### src/rtl/cabac_enc_pkg.sv
// Shared types and constants for the CABAC output byte stage.
// The EMIT_EPB state is only reachable when CABAC_EPB_EN is defined.
package cabac_enc_pkg;

  typedef enum logic [2:0] {
    IDLE     = 3'd0,
    EMIT_BUF = 3'd1,
    EMIT_RUN = 3'd2,
    EMIT_EPB = 3'd3,
    DONE     = 3'd4
  } state_t;

  localparam logic [8:0] LEAD_FF  = 9'h0FF;
  localparam logic [7:0] BUF_RST  = 8'hFF;
  localparam logic [7:0] EPB_BYTE = 8'h03;

  // Two zero bytes already out and the next byte would form a start-code prefix.
  function automatic logic needs_epb(input logic [1:0] zero_cnt, input logic [7:0] b);
    return (zero_cnt == 2'd2) && (b <= 8'h03);
  endfunction

endpackage

### src/rtl/cabac_byte_writer_if.sv
// Lead-byte input stream, flush control and bitstream output stream of the byte writer.
// Handshakes: a transfer happens on a rising edge where valid & ready are both high;
// valid and its payload stay stable until that edge, and ready never depends on valid.
interface cabac_byte_writer_if;
  logic       in_valid;
  logic       in_ready;
  logic [8:0] lead_byte;
  logic       flush_req;
  logic       flush_carry;
  logic       flush_done;
  logic       out_valid;
  logic       out_ready;
  logic [7:0] out_byte;
  logic       ovf;

  modport master (
    output in_valid, lead_byte, flush_req, flush_carry, out_ready,
    input  in_ready, flush_done, out_valid, out_byte, ovf
  );

  modport slave (
    input  in_valid, lead_byte, flush_req, flush_carry, out_ready,
    output in_ready, flush_done, out_valid, out_byte, ovf
  );
endinterface

### src/rtl/cabac_byte_writer.sv
// CABAC output byte stage: holds one buffered byte plus a run of 0xFF bytes until the carry
// is known, then emits them. Optional emulation prevention under `define CABAC_EPB_EN.
module cabac_byte_writer
  import cabac_enc_pkg::*;
#(
  parameter int CNT_W = 16
) (
  input  logic                 clk,
  input  logic                 rst,
  cabac_byte_writer_if.slave   bus,
  output state_t               o_dbg_state,
  output logic [CNT_W-1:0]     o_dbg_num_buf,
  output logic [7:0]           o_dbg_buf
);

  state_t           r_state, w_next_state;
  logic             r_in_ready;
  logic [7:0]       r_buf;
  logic [CNT_W-1:0] r_num;
  logic             r_carry;
  logic [CNT_W-1:0] r_run_left;
  logic             r_flush;
  logic             r_ovf;
  logic [7:0]       r_out_byte;

  logic       w_accept, w_flush_acc, w_is_ff, w_carry, w_start;
  logic       w_hs, w_emit, w_more;
  logic [7:0] w_first_byte, w_run_byte;

  assign w_accept     = bus.in_valid & r_in_ready;
  assign w_flush_acc  = bus.flush_req & ~bus.in_valid & r_in_ready;
  assign w_is_ff      = (bus.lead_byte == LEAD_FF);
  assign w_carry      = w_accept ? bus.lead_byte[8] : bus.flush_carry;
  assign w_start      = ((w_accept & ~w_is_ff) | w_flush_acc) & (r_num != '0);
  // The carry lands in the buffered byte; the 0xFF run absorbs it as 0x00 without rippling.
  assign w_first_byte = r_buf + {7'b0, w_carry};
  assign w_run_byte   = BUF_RST + {7'b0, r_carry};
  assign w_hs         = bus.out_valid & bus.out_ready;
  assign w_emit       = (r_state == EMIT_BUF) || (r_state == EMIT_RUN);
  assign w_more       = (r_run_left != '0);

`ifdef CABAC_EPB_EN
  logic [1:0] r_zero_cnt;
  state_t     r_epb_ret;
  logic [1:0] w_zc_after;
  logic       w_epb_first, w_epb_run;

  always_comb begin
    w_zc_after = 2'd0;
    if (r_state != EMIT_EPB && r_out_byte == 8'h00)
      w_zc_after = (r_zero_cnt == 2'd2) ? 2'd2 : r_zero_cnt + 2'd1;
  end
  assign w_epb_first  = needs_epb(r_zero_cnt, w_first_byte);
  assign w_epb_run    = needs_epb(w_zc_after, w_run_byte);
  assign bus.out_byte = (r_state == EMIT_EPB) ? EPB_BYTE : r_out_byte;
  assign bus.out_valid = w_emit || (r_state == EMIT_EPB);
`else
  assign bus.out_byte  = r_out_byte;
  assign bus.out_valid = w_emit;
`endif

  assign bus.in_ready   = r_in_ready;
  assign bus.flush_done = (r_state == DONE);
  assign bus.ovf        = r_ovf;
  assign o_dbg_state    = r_state;
  assign o_dbg_num_buf  = r_num;
  assign o_dbg_buf      = r_buf;

  always_ff @(posedge clk or posedge rst) begin
    if (rst) r_state <= IDLE;
    else     r_state <= w_next_state;
  end

  always_comb begin
    w_next_state = r_state;
    case (r_state)
      IDLE: begin
`ifdef CABAC_EPB_EN
        if (w_start)          w_next_state = w_epb_first ? EMIT_EPB : EMIT_BUF;
`else
        if (w_start)          w_next_state = EMIT_BUF;
`endif
        else if (w_flush_acc) w_next_state = DONE;
      end
      EMIT_BUF, EMIT_RUN: begin
        if (w_hs) begin
`ifdef CABAC_EPB_EN
          if (w_more) w_next_state = w_epb_run ? EMIT_EPB : EMIT_RUN;
`else
          if (w_more) w_next_state = EMIT_RUN;
`endif
          else        w_next_state = r_flush ? DONE : IDLE;
        end
      end
`ifdef CABAC_EPB_EN
      EMIT_EPB: if (w_hs) w_next_state = r_epb_ret;
`endif
      DONE:    w_next_state = IDLE;
      default: w_next_state = IDLE;
    endcase
  end

  always_ff @(posedge clk or posedge rst) begin
    if (rst) begin
      r_in_ready <= 1'b0;
      r_buf      <= BUF_RST;
      r_num      <= '0;
      r_carry    <= 1'b0;
      r_run_left <= '0;
      r_flush    <= 1'b0;
      r_ovf      <= 1'b0;
      r_out_byte <= 8'h00;
`ifdef CABAC_EPB_EN
      r_zero_cnt <= 2'd0;
      r_epb_ret  <= EMIT_BUF;
`endif
    end else begin
      r_in_ready <= (w_next_state == IDLE);
      if (w_accept) begin
        if (w_is_ff) begin
          if (r_num == '1) r_ovf <= 1'b1;
          else             r_num <= r_num + CNT_W'(1);
        end else begin
          r_buf <= bus.lead_byte[7:0];
          r_num <= CNT_W'(1);
        end
      end else if (w_flush_acc) begin
        r_buf <= BUF_RST;
        r_num <= '0;
      end
      if (w_accept || w_flush_acc) r_flush <= w_flush_acc;
      if (w_start) begin
        r_carry    <= w_carry;
        r_run_left <= r_num - CNT_W'(1);
        r_out_byte <= w_first_byte;
`ifdef CABAC_EPB_EN
        r_epb_ret  <= EMIT_BUF;
`endif
      end else if (w_emit && w_hs && w_more) begin
        r_run_left <= r_run_left - CNT_W'(1);
        r_out_byte <= w_run_byte;
`ifdef CABAC_EPB_EN
        r_epb_ret  <= EMIT_RUN;
`endif
      end
      if (r_state == DONE) r_flush <= 1'b0;
`ifdef CABAC_EPB_EN
      if (w_hs) r_zero_cnt <= w_zc_after;
`endif
    end
  end

endmodule

### src/flat_wrapper.sv
// flat-port wrapper written by rule: the top's interface ports become plain ports
module cabac_byte_writer_flat import cabac_enc_pkg::*;
#(
  parameter int CNT_W = 16
)
  (clk, rst, o_dbg_state, o_dbg_num_buf, o_dbg_buf, bus_in_valid, bus_lead_byte, bus_flush_req, bus_flush_carry, bus_out_ready, bus_in_ready, bus_flush_done, bus_out_valid, bus_out_byte, bus_ovf);
  cabac_byte_writer_if bus_i ();
  input  logic clk;
  input  logic rst;
  output state_t o_dbg_state;
  output logic [CNT_W-1:0] o_dbg_num_buf;
  output logic [7:0] o_dbg_buf;
  input wire logic [$bits(bus_i.in_valid)-1:0] bus_in_valid;
  input wire logic [$bits(bus_i.lead_byte)-1:0] bus_lead_byte;
  input wire logic [$bits(bus_i.flush_req)-1:0] bus_flush_req;
  input wire logic [$bits(bus_i.flush_carry)-1:0] bus_flush_carry;
  input wire logic [$bits(bus_i.out_ready)-1:0] bus_out_ready;
  output wire logic [$bits(bus_i.in_ready)-1:0] bus_in_ready;
  output wire logic [$bits(bus_i.flush_done)-1:0] bus_flush_done;
  output wire logic [$bits(bus_i.out_valid)-1:0] bus_out_valid;
  output wire logic [$bits(bus_i.out_byte)-1:0] bus_out_byte;
  output wire logic [$bits(bus_i.ovf)-1:0] bus_ovf;
  assign bus_i.in_valid = bus_in_valid;
  assign bus_i.lead_byte = bus_lead_byte;
  assign bus_i.flush_req = bus_flush_req;
  assign bus_i.flush_carry = bus_flush_carry;
  assign bus_i.out_ready = bus_out_ready;
  assign bus_in_ready = bus_i.in_ready;
  assign bus_flush_done = bus_i.flush_done;
  assign bus_out_valid = bus_i.out_valid;
  assign bus_out_byte = bus_i.out_byte;
  assign bus_ovf = bus_i.ovf;
  cabac_byte_writer #(.CNT_W(CNT_W)) u_core (.clk(clk), .rst(rst), .bus(bus_i), .o_dbg_state(o_dbg_state), .o_dbg_num_buf(o_dbg_num_buf), .o_dbg_buf(o_dbg_buf));
endmodule
### config.mk
export PLATFORM = sky130hd
export DESIGN_NAME = cabac_byte_writer_flat
export DESIGN_NICKNAME = d
export VERILOG_FILES = /design/src/rtl/cabac_enc_pkg.sv /design/src/rtl/cabac_byte_writer_if.sv /design/src/rtl/cabac_byte_writer.sv /design/src/flat_wrapper.sv
export SDC_FILE = /design/constraint.sdc
export NUM_CORES = 1
export LEC_CHECK = 0
export CORE_MARGIN = 2
export CORE_UTILIZATION = 30
export CTS_BUF_LIST = sky130_fd_sc_hd__clkbuf_16
export DETAILED_ROUTE_END_ITERATION = 8
export HOLD_SLACK_MARGIN = 0.02
export PLACE_DENSITY_LB_ADDON = 0.08
export SYNTH_ARGS = -nofsm -noshare
export SYNTH_HDL_FRONTEND = slang
export SYNTH_SLANG_ARGS = --single-unit
### constraint.sdc
create_clock -name clk -period 4.6 [get_ports clk]
set_input_delay 0.46 -clock clk [delete_from_list [all_inputs] [get_ports clk]]
set_output_delay 0.46 -clock clk [all_outputs]
set_load 0.02 [all_outputs]
==> images/congestion.png <==
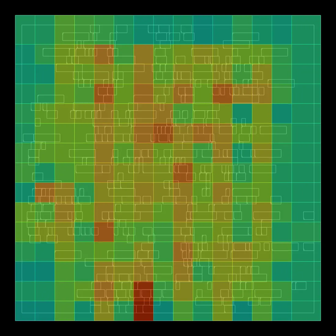
GRT Resource Usage Total: 15.28%
drt wl/cell: 15.97 um
GR met3 Demand/Resource: 2.614%

==> images/layer_met1.png <==
Supply wires on this layer in grey.
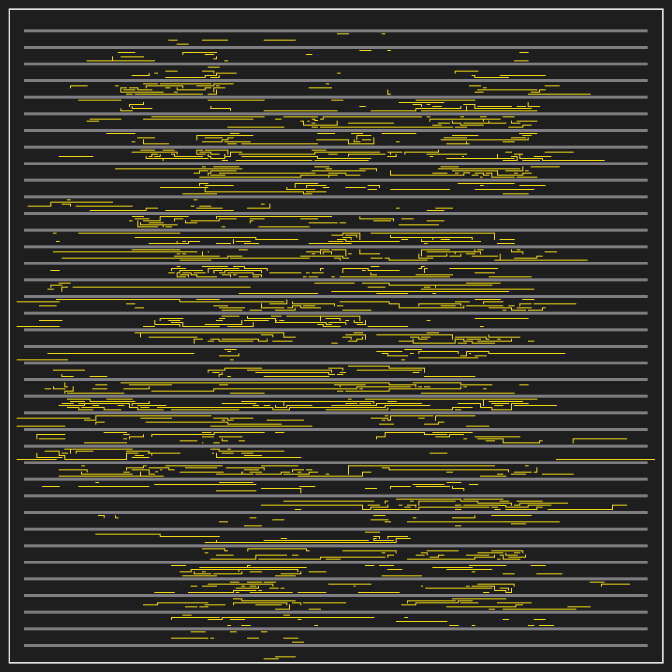
longest straight run: 43.9 um
nets with wire on the layer: 368
wire length on this layer: 4260 um
main direction: horizontal

==> metrics.csv <==
stage,metric,value,unit
status,run_status,finished clean,
detailed_routing,detailedRoute.firstPassIterationCount,4,
final_timing,worst_skew,0.01134,ns
die,floorplan.core_util,30.83,%
layout,post-route-util,38.35,%
synthesis,synth_top_flop_cell,sky130_fd_sc_hd__dfrtp_1,
clocking,clkSinkCount,55,
die,die_area,0.01140,mm^2
power_and_ir_drop,vdd_drop_max,0.2461,mV
placed_design,port_buffers,53,
worst_setup_path,critical_path_required,4.75,ns
global_route,grt.met2_usage,22.66,%
worst_setup_path,worstPathArrival,3.46,ns
global_route,vias_in_the_first_global_route,2607,
clocking,clkLatencyLatePin,0.29,ns
final_timing,final.period_utilization,71.88,%
synthesis,post_synthesis_cells,331,
clocking,postCtsResizedCells,0,
die,floorplan.rows,37,
detailed_routing,vias_per_cell,5.027,
global_route,grt_max_degree,49,
worst_setup_path,cp-end-kind,register,
worst_setup_path,startpoint_kind_of_the_worst_setup_timing_path,register,
final_timing,setup_violations,0,
layout,layout-area-overhead-vs-synth,24.41,%
synthesis,yosys_reported_design_area_after_synthesis,0.003168,mm^2
global_route,grt.overflow.total,0,
clocking,cts.root.buffer_cell,sky130_fd_sc_hd__clkbuf_16,
synthesis,netlist_area,0.003168,mm^2
synthesis,yosysWarnings,0,
min_path,hold_path_class,reg2reg,
synthesis,yosys_register_bits,55,
final_timing,holdWs,0.4774,ns
final_timing,period_minus_slack,3.306,ns
synthesis,top_cell,sky130_fd_sc_hd__dfrtp_1,
synthesis,synthesis.area_per_instance,9.571,um^2
clocking,clk_buf_depth,2,
synthesis,flip_flops_with_a_built_in_enable,0,
placed_design,detailedPlacementHpwl,5940,um
final_timing,relSlewSlack,36.12,%
global_route,global_route_layer_with_the_greatest_usage,met1,
die,chipWidth,106.8,um
final_timing,transition_time_at_the_pin_with_the_least_slew_margin,0.9571,ns
final_timing,setup_repair_after_global_routing_missed_its_margin,no,
## logic make-up (layout without fill, tap and decap cells)
group	after synthesis	after routing	synth area share (%)
AND/OR/NAND/NOR	136	136	23.07
multiplexers	13	13	4.384
adder cells (fa/ha/maj)	5	5	1.975
flip-flops	55	55	43.76
XOR/XNOR	39	39	10.78
AND-OR/OR-AND	62	62	12.60
buffers and inverters	21	70	3.436
## registers in the layout (all words and copies together), names as in the netlist
name and flops:
u_core.o_dbg_num_buf 16, u_core.r_run_left 16, u_core.bus.out_byte 8, u_core.o_dbg_buf 8
u_core.o_dbg_state 3, u_core.bus.in_ready 1, u_core.bus.ovf 1, u_core.r_carry 1
u_core.r_flush 1
## path summary, 6_finish.rpt
| check | start | to | slack, ns | depth (start not counted) |
|---|---|---|---|---|
| max in group asynchronous | rst | u_core.o_dbg_buf[7]$_DFFE_PP1P_ | 3.19 | 3 |
| min in group asynchronous | rst | u_core.bus.out_byte[6]$_DFFE_PP0P_ | 0.54 | 2 |
| hold reg to reg | u_core.bus.ovf$_DFFE_PP0P_ | u_core.bus.ovf$_DFFE_PP0P_ | 0.48 | 1 |
| setup reg to reg | u_core.o_dbg_num_buf[5]$_DFFE_PP0P_ | u_core.r_run_left[14]$_DFFE_PP0P_ | 1.29 | 10 |
| setup / recovery | u_core.o_dbg_num_buf[5]$_DFFE_PP0P_ | u_core.r_run_left[14]$_DFFE_PP0P_ | 1.29 | 10 |
| hold / removal | u_core.bus.ovf$_DFFE_PP0P_ | u_core.bus.ovf$_DFFE_PP0P_ | 0.48 | 1 |
## layout make-up
| class | instances | area [um^2] | area share [%] |
|---|---|---|---|
| flip-flops and latches | 55 | 1386 | 35.17 |
| clock buffers | 5 | 125.1 | 3.175 |
| multi-input cells | 255 | 1675 | 42.51 |
| clock inverters | 3 | 12.51 | 0.3175 |
| inverters | 7 | 26.28 | 0.6667 |
| well taps | 136 | 170.2 | 4.317 |
| repair buffers | 55 | 545.5 | 13.84 |
## metal layers
metal  routed length, um  share of wire (%)
met5                   0                  0
met4                  80               0.97
met2                3695                 45
met1                4257                 52
met3                 206                2.5
## worst max-delay path, cell delays in order, from the launching register on
cell and delay (ns):
sky130_fd_sc_hd__dfrtp_1 0.51, sky130_fd_sc_hd__or4_4 0.62, sky130_fd_sc_hd__nor4_4 0.31, sky130_fd_sc_hd__a211o_4 0.22, sky130_fd_sc_hd__mux2i_1 0.19, sky130_fd_sc_hd__ha_1 0.27
sky130_fd_sc_hd__nand2_1 0.19, sky130_fd_sc_hd__mux2_2 0.36, sky130_fd_sc_hd__nor4_2 0.25, sky130_fd_sc_hd__xnor2_1 0.15, sky130_fd_sc_hd__mux2i_1 0.08
## power breakdown
group,internal (mW),leakage [nW],switching (mW)
registers,0.675,0.675,0.168
logic,0.508,0.840,0.607
clock network,0.198,0.0724,0.175
## through the flow
step	instance area [um^2]	setup slack [ns]
global route	3941	0.9417
finish	3941	1.294
detailed placement	3804	1.028
floorplan	3168	1.145
CTS	3941	1.254
global placement	3804	1.119
Power and IR drop assume default switching activity.
